Fig. 1: run 1, sequential cells coloured by netlist name
Other sequential cells in the stronger grey, the rest of the logic in the fainter grey.
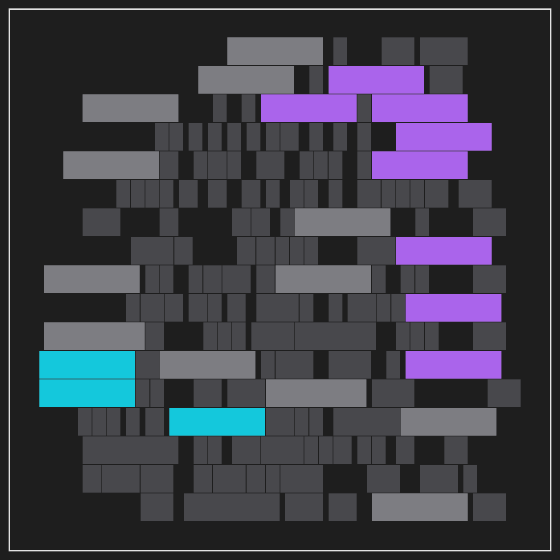
Fig. 2: run 1, clock wiring as the flow saved it
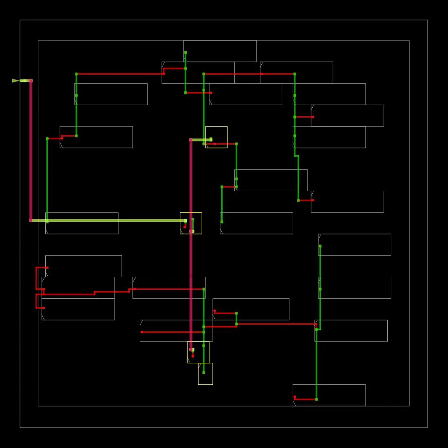
Fig. 3: run 1, cell classes on the final placement
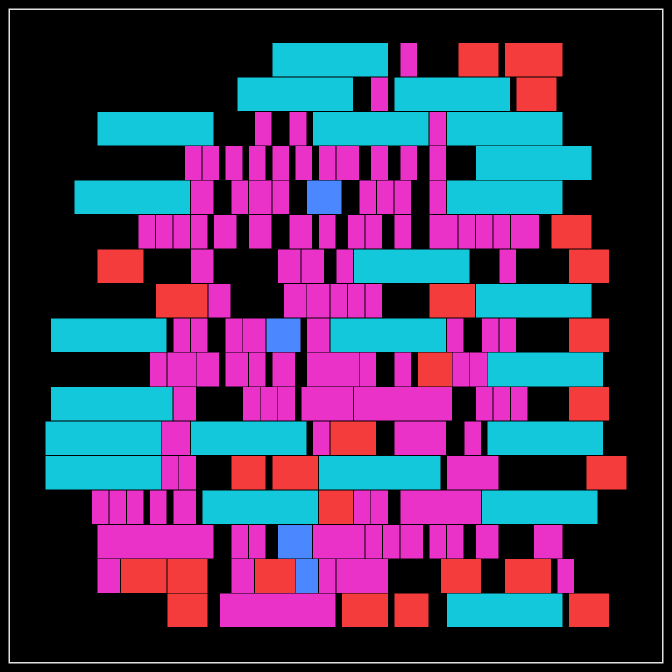
--- src/rtl/deser8_rx.sv ---
// Serial-to-parallel receiver: assembles W serial bits (MSB- or LSB-first) into a
// registered word on d_out, with sticky overrun and a synchronous frame abort.
module deser8_rx #(
  parameter int W = 8,
  localparam int CW = $clog2(W)
) (
  input  logic          clk,
  input  logic          reset_n,
  input  logic          s_valid,
  input  logic          s_data,
  input  logic          msb_first,
  input  logic          clear,
  input  logic          d_ready,
  output logic [W-1:0]  d_out,
  output logic          d_valid,
  output logic          overrun,
  output logic [CW-1:0] bit_cnt,
  output logic          state_dbg
);

  typedef enum logic {IDLE = 1'b0, SHIFT = 1'b1} state_t;

  state_t        state, state_nxt;
  logic [W-1:0]  shreg, shreg_nxt, shifted;
  logic [CW-1:0] cnt_nxt;
  logic          order_msb, order_nxt, order_cur;
  logic          complete, load, drop;

  // Handshake: a word transfers on any edge where d_valid=1 and d_ready=1;
  // d_out is held stable while d_valid=1 and d_ready=0.
  assign state_dbg = (state == SHIFT);

  always_comb begin
    order_cur = (state == IDLE) ? msb_first : order_msb;
    shifted   = order_cur ? {shreg[W-2:0], s_data} : {s_data, shreg[W-1:1]};
    state_nxt = state;
    cnt_nxt   = bit_cnt;
    shreg_nxt = shreg;
    order_nxt = order_msb;
    complete  = 1'b0;
    if (clear) begin
      state_nxt = IDLE;
      cnt_nxt   = '0;
      shreg_nxt = '0;
    end else if (s_valid) begin
      shreg_nxt = shifted;
      order_nxt = order_cur;
      case (state)
        IDLE: begin
          state_nxt = SHIFT;
          cnt_nxt   = CW'(1);
        end
        SHIFT: begin
          if (bit_cnt == CW'(W - 1)) begin
            complete  = 1'b1;
            state_nxt = IDLE;
            cnt_nxt   = '0;
          end else begin
            cnt_nxt = bit_cnt + CW'(1);
          end
        end
        default: state_nxt = IDLE;
      endcase
    end
  end

  // A completing word either replaces a word being consumed this edge, fills an
  // empty output, or is dropped because the consumer is stalled.
  assign load = complete && (!d_valid || d_ready);
  assign drop = complete && d_valid && !d_ready;

  always_ff @(posedge clk or negedge reset_n) begin
    if (!reset_n) begin
      state     <= IDLE;
      bit_cnt   <= '0;
      shreg     <= '0;
      order_msb <= 1'b1;
      d_out     <= '0;
      d_valid   <= 1'b0;
      overrun   <= 1'b0;
    end else begin
      state     <= state_nxt;
      bit_cnt   <= cnt_nxt;
      shreg     <= shreg_nxt;
      order_msb <= order_nxt;
      if (load) begin
        d_out   <= shifted;
        d_valid <= 1'b1;
      end else if (d_valid && d_ready) begin
        d_valid <= 1'b0;
      end
      if (clear) overrun <= 1'b0;
      else if (drop) overrun <= 1'b1;
    end
  end

endmodule
--- config.mk ---
export PLATFORM = sky130hd
export DESIGN_NAME = deser8_rx
export DESIGN_NICKNAME = d
export VERILOG_FILES = /design/src/rtl/deser8_rx.sv
export SDC_FILE = /design/constraint.sdc
export NUM_CORES = 1
export LEC_CHECK = 0
export ABC_AREA = 1
export CORE_MARGIN = 2
export CORE_UTILIZATION = 51
export CTS_CLUSTER_DIAMETER = 60
export DETAILED_ROUTE_END_ITERATION = 12
export GPL_ROUTABILITY_DRIVEN = 0
export GPL_TIMING_DRIVEN = 0
export PLACE_DENSITY = 0.79
export REMOVE_ABC_BUFFERS = 1
export SYNTH_ARGS = -nofsm -noshare
export SYNTH_HDL_FRONTEND = slang
export SYNTH_SLANG_ARGS = --single-unit
--- constraint.sdc ---
create_clock -name clk -period 1.41 [get_ports clk]
set_input_delay 0.3525 -clock clk [delete_from_list [all_inputs] [get_ports clk]]
set_output_delay 0.3525 -clock clk [all_outputs]
set_load 0.01 [all_outputs]
==> Changelog: implementation, run 1 <==
### Metrics

* Crit path buf inv count at 1
* FP Core Util at 53.1%
* VDD IR-drop max at 550 uV
* Maximum fanout along the worst path at 2
* H-tree depth at 1
* Met3 GRT Util at around 2.6%
* Syn avg cell area at about 8.4 um2
* Vias at between 900 and 1000
* Pre-antenna DRT Iters at 4
* CTS sink count at 23
* CTS tree: done
* Critical path launch point type: flip-flop
* Dpl hpwl at 1.58 mm
* Worst setup EP type: primary output
* Mapped Area at 0.00115 mm2
* Synth-to-layout area growth at 25.5%
* Fin cells at 191
* Commonest Layout Cell: nand2_1
* Path type of the worst min-delay path: in -> async
* Chip area at 0.00266 mm2
* Vias/cell at a little over 5
* Dominant cell area share at 47.8%
* GRT overflow at 0
* Yosys cell types at 16
* Tool Warnings at 26
* Max_cap viols at 0
* Post-route setup slack at approximately 0.027 ns
* CP top delay family: flip-flops
* Yosys warns at 0
* Status: complete, no violations
* Final Instance Area at 0.00145 mm2
* P_leak at roughly 0.83 nW
* CP arrival at 1.03 ns
* Max frequency at 723 MHz
* Final min period at 1.38 ns
* Clk buf depth at 2
* PD cells at 787 mW/mm2
* GRT Overall Usage at approximately a fifth
* # port buffers at 20
* Reg2reg setup slack at 0.07 ns
* First-pass GRT wire length at ~3.8 mm
* Kind of critical path: reg -> out
* Ys cells at approximately 140
* Grt peak-use layer: met2
* Crit path max-delay cell type: dfrtp_2
* Stages on worst setup path at 1
* Reg-to-Reg End: d_out[7]
* Clock slew at reported path FFs at 0.12 ns
* Crit path DRT at 1.06 ns
* Reg-to-Reg Start: bit_cnt[0]
* RSZ-0062 raised after global routing: true
* Die height at 51.5 um
* # hold bufs at CTS at 0
* Final Slew Violations at 0
* Worst path max stage delay at 0.43 ns
* 1st-iter DRT viols at 15
* Yosys stat area at 0.00115 mm2
* Die Wd at slightly above 50 um
* Total Nets Final at 173
* Total Routed Length at 2.30 mm
* Diode count at 0
* WL/cell at 12.0 um
About Fig. 1:
colour	name in the netlist	placed flops
cyan	bit_cnt	3
purple	d_out	8

About Fig. 2:
CLK BUF: 3
clk_lat worst skew: 0.31 ns
num sequential: 23
TritonCTS Buffers: 3
clk_skew: 0.00247 ns

About Fig. 3:
colour	class	cells	share of their area
cyan	sequential cells	23	41%
magenta	combinational and other logic	111	41%
blue	clock drivers and dummy loads	4	2.0%
red	remaining buffers and delay cells	25	16%
flop share of the area: 40.0%
std cell rows: 17

==> run 1: power breakdown <==
group / leakage (nW) / internal [W] / switching, W / total (W)
Clock: 0.0177 / 0.000106 / 0.000199 / 0.000305
Combinational: 0.496 / 0.0000518 / 0.0000948 / 0.000147
Sequential: 0.313 / 0.000677 / 0.00000992 / 0.000687
Total: 0.827 / 0.000835 / 0.000303 / 0.00114
==> run 1: registers in the layout, indices dropped and copies added, names as in the netlist <==
signal	cells
order_msb	1
bit_cnt	3
overrun	1
d_valid	1
shreg	8
state_dbg	1
d_out	8
==> run 1: synthesized netlist by cell type (all sizes together) <==
master	count
buf	3
dfrtp	22
dfstp	1
ha	2
inv	8
nand2	72
nand3	21
nand4	1
nor2	4
o21ai	3
==> run 1: final cells by class <==
cell class                      count  area, um2  share of cell area (%)
Clock buffer                        3       22.5                    1.56
Inverter                            8       30.0                    2.08
Timing Repair Buffer               25        229                    15.8
Multi-Input combinational cell    103        547                    37.8
Sequential cell                    23        578                    40.0
Clock inverter                      1       5.00                   0.346
Tap cell                           28       35.0                    2.42
==> run 1: cell families (layout without fill, tap and decap cells) <==
group	count (synthesis)	after routing	share of synthesized area (%)
flops	23	23	50.1
fa+ha+maj	2	2	2.17
buf+inv	11	37	5.54
compound gates	3	3	1.30
simple gates	98	98	40.9
==> run 1: what timing repair did <==
action / CTS / global route
endpoints found under the setup margin: 22 / 10
setup buffers: 2 / 3
gates resized: 17 / 9
pin swaps: 0 / 2
==> run 1: how the worst max path moves through the flow <==
stage                            end       start  slack (ns)
after floorplan             d_out[0]  bit_cnt[0]        0.07
after global placement    bit_cnt[1]     reset_n       -0.16
after detailed placement  bit_cnt[0]     reset_n       -0.19
after CTS                 bit_cnt[2]  bit_cnt[2]       0.006
after global routing        d_out[5]  bit_cnt[0]       -0.02
final                      state_dbg   state_dbg        0.03
==> run 1: per-stage QoR <==
stage	setup TNS (ns)	util, %	total power (W)
after detailed placement	-7.12	62.4	0.000833
final	0	66.7	0.00114
after floorplan	0	-	0.000771
after CTS	0	64.2	0.00114
after global routing	-0.0390	66.7	0.00118
after global placement	-5.98	62.4	0.000830
==> run 1: routing by layer <==
metal | share of wire [%] | up-vias | routed length, um
met5 | 0 | - | 0
met2 | 49 | 26 | 1130
li1 | - | 486 | -
met1 | 44 | 468 | 1020
met3 | 4.2 | 7 | 96
met4 | 2.2 | 0 | 51
## Run 2: what changed since run 1
TNS_END_PERCENT = 30   (was not set)
==> run 2 against run 1 <==
  * Hold slack worse by 0.0026 ns
  * Via count is 0.20% lower
  * Area after synthesis unchanged
  * Sequential power about the same
  * Combinational power about the same
  * Cell count fell by 1.0%
  * Die size did not move
  * Setup slack got worse by 0.021 ns
  * Critical path depth stayed put
  * Critical endpoint is now bit_cnt[2]
==> Changelog: implementation, run 2 <==
### Metrics

* Status: complete, no violations (unchanged)
* Commonest Layout Cell: nand2_1 (unchanged)
* Seq/Total Area, Yosys at 50.1% (unchanged)
* Most common cell in the netlist: nand2_1 (unchanged)
* Maximum fanout along the worst path at 3 (was 2)
* Worst path max stage delay at 0.46 ns (was 0.43 ns)
* Final core occ at 66.0% (was 66.7%)
* Number of remaining DRC errors at 0 (unchanged)
* Syn avg cell area at 8.41 um2 (unchanged)
* Kind of critical path: reg -> out (unchanged)
* First-pass GRT wire length at 3.83 mm (unchanged)
* Max_slew headroom at 34.6% (was 34.2%)
* CP arrival at 1.05 ns (was 1.03 ns)
* Critical path launch point type: flip-flop (unchanged)
* PD cells at 794 mW/mm2 (was 787 mW/mm2)
* CTS tree: done (unchanged)
* Crit path buf inv count at 1 (unchanged)
* Chip area at 0.00266 mm2 (unchanged)
* Synth-to-layout area growth at 24.3% (was 25.5%)
* Std cell rows at 17 (unchanged)
* Yosys cell types at 16 (unchanged)
* Worst setup EP type: primary output (unchanged)
* Reg-to-Reg End: d_out[7] (unchanged)
* Path type of the worst min-delay path: in -> async (unchanged)
* Diode count at 0 (unchanged)
* Reg-to-Reg Start: bit_cnt[0] (unchanged)
* Max frequency at 712 MHz (was 723 MHz)
* Max_cap viols at 0 (unchanged)
* Core area at 0.00217 mm2 (unchanged)
* Crit path max-delay cell type: dfrtp_1 (was dfrtp_2)
* P_leak at 0.812 nW (was 0.827 nW)
* Clock slew at reported path FFs at 0.12 ns (about the same)
* Yosys stat area at 0.00115 mm2 (unchanged)
* CP startpoint: bit_cnt[2] (was state_dbg)
* H-tree depth at 1 (unchanged)
* Clk_lat worst skew at 0.31 ns (about the same)
* Largest net degree at the start of global routing at 24 (unchanged)
* Setup crit end: bit_cnt[2] (was state_dbg)
* Pre-antenna DRT Iters at 4 (unchanged)
* Ys cells at 137 (unchanged)
* Most numerous logic cells after layout: 65 x nand2_1, 21 x dfrtp_1, 20 x nand3_1, 11 x dlygate4sd2_1 (was 65 x nand2_1, 21 x dfrtp_1, 20 x nand3_1, 12 x dlygate4sd2_1)
* CTS sink count at 23 (unchanged)
* TritonCTS Buffers at 3 (unchanged)
* 1st-iter DRT viols at 17 (was 15)
* GRT Overall Usage at 19.5% (unchanged)
* Clock root cell: clkbuf_4 (unchanged)
* Die height at 51.5 um (unchanged)
* Total Nets Final at 171 (was 173)
* Worst hold slack at 0.175 ns (was 0.177 ns)
* Most common reg cell: dfrtp_1 (unchanged)
* Crit path DRT at 1.06 ns (about the same)
* Top flop regs: d_out: 8 flops, shreg: 8 flops, bit_cnt: 3 flops (unchanged)
* Slew @ Worst Pin at 0.979 ns (was 0.985 ns)
* Async set or reset register ratio after synthesis at 100% (unchanged)
* Antenna violations before repair at 0 (unchanged)
* GRT overflow at 0 (unchanged)
* Stages on worst setup path at 1 (unchanged)
* Clk buf depth at 2 (unchanged)
* Total Routed Length at 2.33 mm (was 2.30 mm)
* Final Slew Violations at 0 (unchanged)
* Number of enable flip-flop cells at 0 (unchanged)
* Tool Warnings at 26 (unchanged)
* Final Instance Area at 0.00143 mm2 (was 0.00145 mm2)
* Yosys warns at 0 (unchanged)
* R2R depth at 8 (unchanged)
* VDD IR-drop max at 550 uV (about the same)
* Dominant cell area share at 47.8% (unchanged)
* WL/cell at 12.3 um (was 12.0 um)
* Dpl hpwl at 1.58 mm (unchanged)
* Vias/cell at 5.21 (was 5.17)
* CP top delay family: flip-flops (unchanged)
* RSZ-0062 raised after global routing: true (unchanged)
* Clk_skew at 0.00290 ns (was 0.00247 ns)
* Reg2reg setup slack at 0.07 ns (about the same)
* FP Core Util at 53.1% (unchanged)
* # port buffers at 20 (unchanged)
* Post-route setup slack at 0.00555 ns (was 0.0268 ns)
* Mapped Area at 0.00115 mm2 (unchanged)
* Die Wd at 51.5 um (unchanged)
* Vias at 985 (was 987)
* Synth cell count leaders: 67 x nand2_1, 22 x dfrtp_1, 20 x nand3_1 (unchanged)
* Final min period at 1.40 ns (was 1.38 ns)
* Area leader, netlist: dfrtp_1 (unchanged)
## run 2: cell counts after synthesis
Identical to the previous run, type by type.
## run 2: timing repair
action                                 4_1_cts  5_1_grt
hold buffers                                 0        0
gates resized                               17       10
buffers inserted                             2        1
pin swaps                                    0        2
setup endpoints to repair                   22       10
endpoints found under the hold margin        0        0
## run 2: logic make-up after synthesis
family / Yosys count / share of synthesized area, %
simple gates: 98 / 40.9
flops: 23 / 50.1
fa+ha+maj: 2 / 2.17
buf+inv: 11 / 5.54
compound gates: 3 / 1.30
## run 2: how the worst min path moves through the flow
stage	startpoint	to	slack [ns]	cells after the start
3_3_place_gp	d_out[1]	d_out[1]	0.46	2
5_1_grt	reset_n	d_out[5]	0.26	1
3_5_place_dp	d_out[4]	d_out[4]	0.46	2
6_report	reset_n	d_out[7]	0.17	1
2_1_floorplan	reset_n	bit_cnt[0]	0.06	0
4_1_cts	d_out[1]	d_out[1]	0.49	2
## run 2: through the flow
step | power [W] | std cells | TNS (ns)
6_report | 0.00114 | 189 | 0
5_1_grt | 0.00118 | 189 | -0.0569
2_1_floorplan | 0.000771 | 134 | 0
3_3_place_gp | 0.000830 | 182 | -5.98
4_1_cts | 0.00114 | 188 | 0
3_5_place_dp | 0.000833 | 182 | -7.12
## run 2: routing by layer
layer	up-vias	track usage, %	routed length [um]	part of all wire (%)
met5	-	0	0	0
met4	0	10.1	46	2.0
met3	5	2.59	105	4.5
met2	28	32.7	1160	50
met1	470	24.6	1010	43
li1	482	-	-	-
## run 2: area by class of cell
class / count / area (um2) / share of cell area, %
clock buffers: 3 / 22.5 / 1.57
multi-input cells: 103 / 547 / 38.2
inverters: 8 / 30.0 / 2.10
flip-flops and latches: 23 / 578 / 40.3
clock inverters: 1 / 5.00 / 0.349
well taps: 28 / 35.0 / 2.45
repair buffers: 23 / 215 / 15.0
## run 2: where the power goes
part	internal [W]	switching (W)	leakage (nW)
Clock	0.000106	0.000198	0.0177
Combinational	0.0000517	0.0000948	0.481
Sequential	0.000677	0.00000997	0.313
Total	0.000835	0.000303	0.812
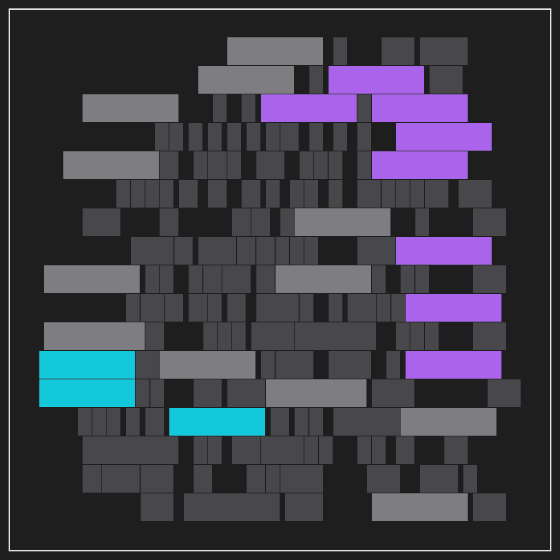
Fig. 4. Sequential cells coloured by netlist name (run 2).
Other sequential cells in the stronger grey, the rest of the logic in the fainter grey.
colour	name in the netlist	placed flops
purple	d_out	8
cyan	bit_cnt	3
not coloured	12

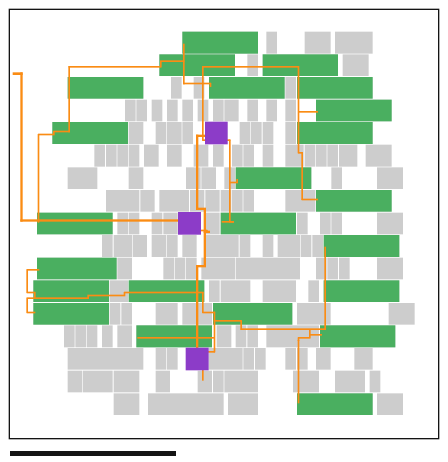
Fig. 5. Routed clock nets over the placement (run 2).
Scale bar: 20 um.
[orange] clock wires | length: 266 um
[green] flip-flops | count: 23
[purple] clock drivers | count: 3
routed clock nets	4
flops lie	widely spread

Power and IR drop assume default switching activity.
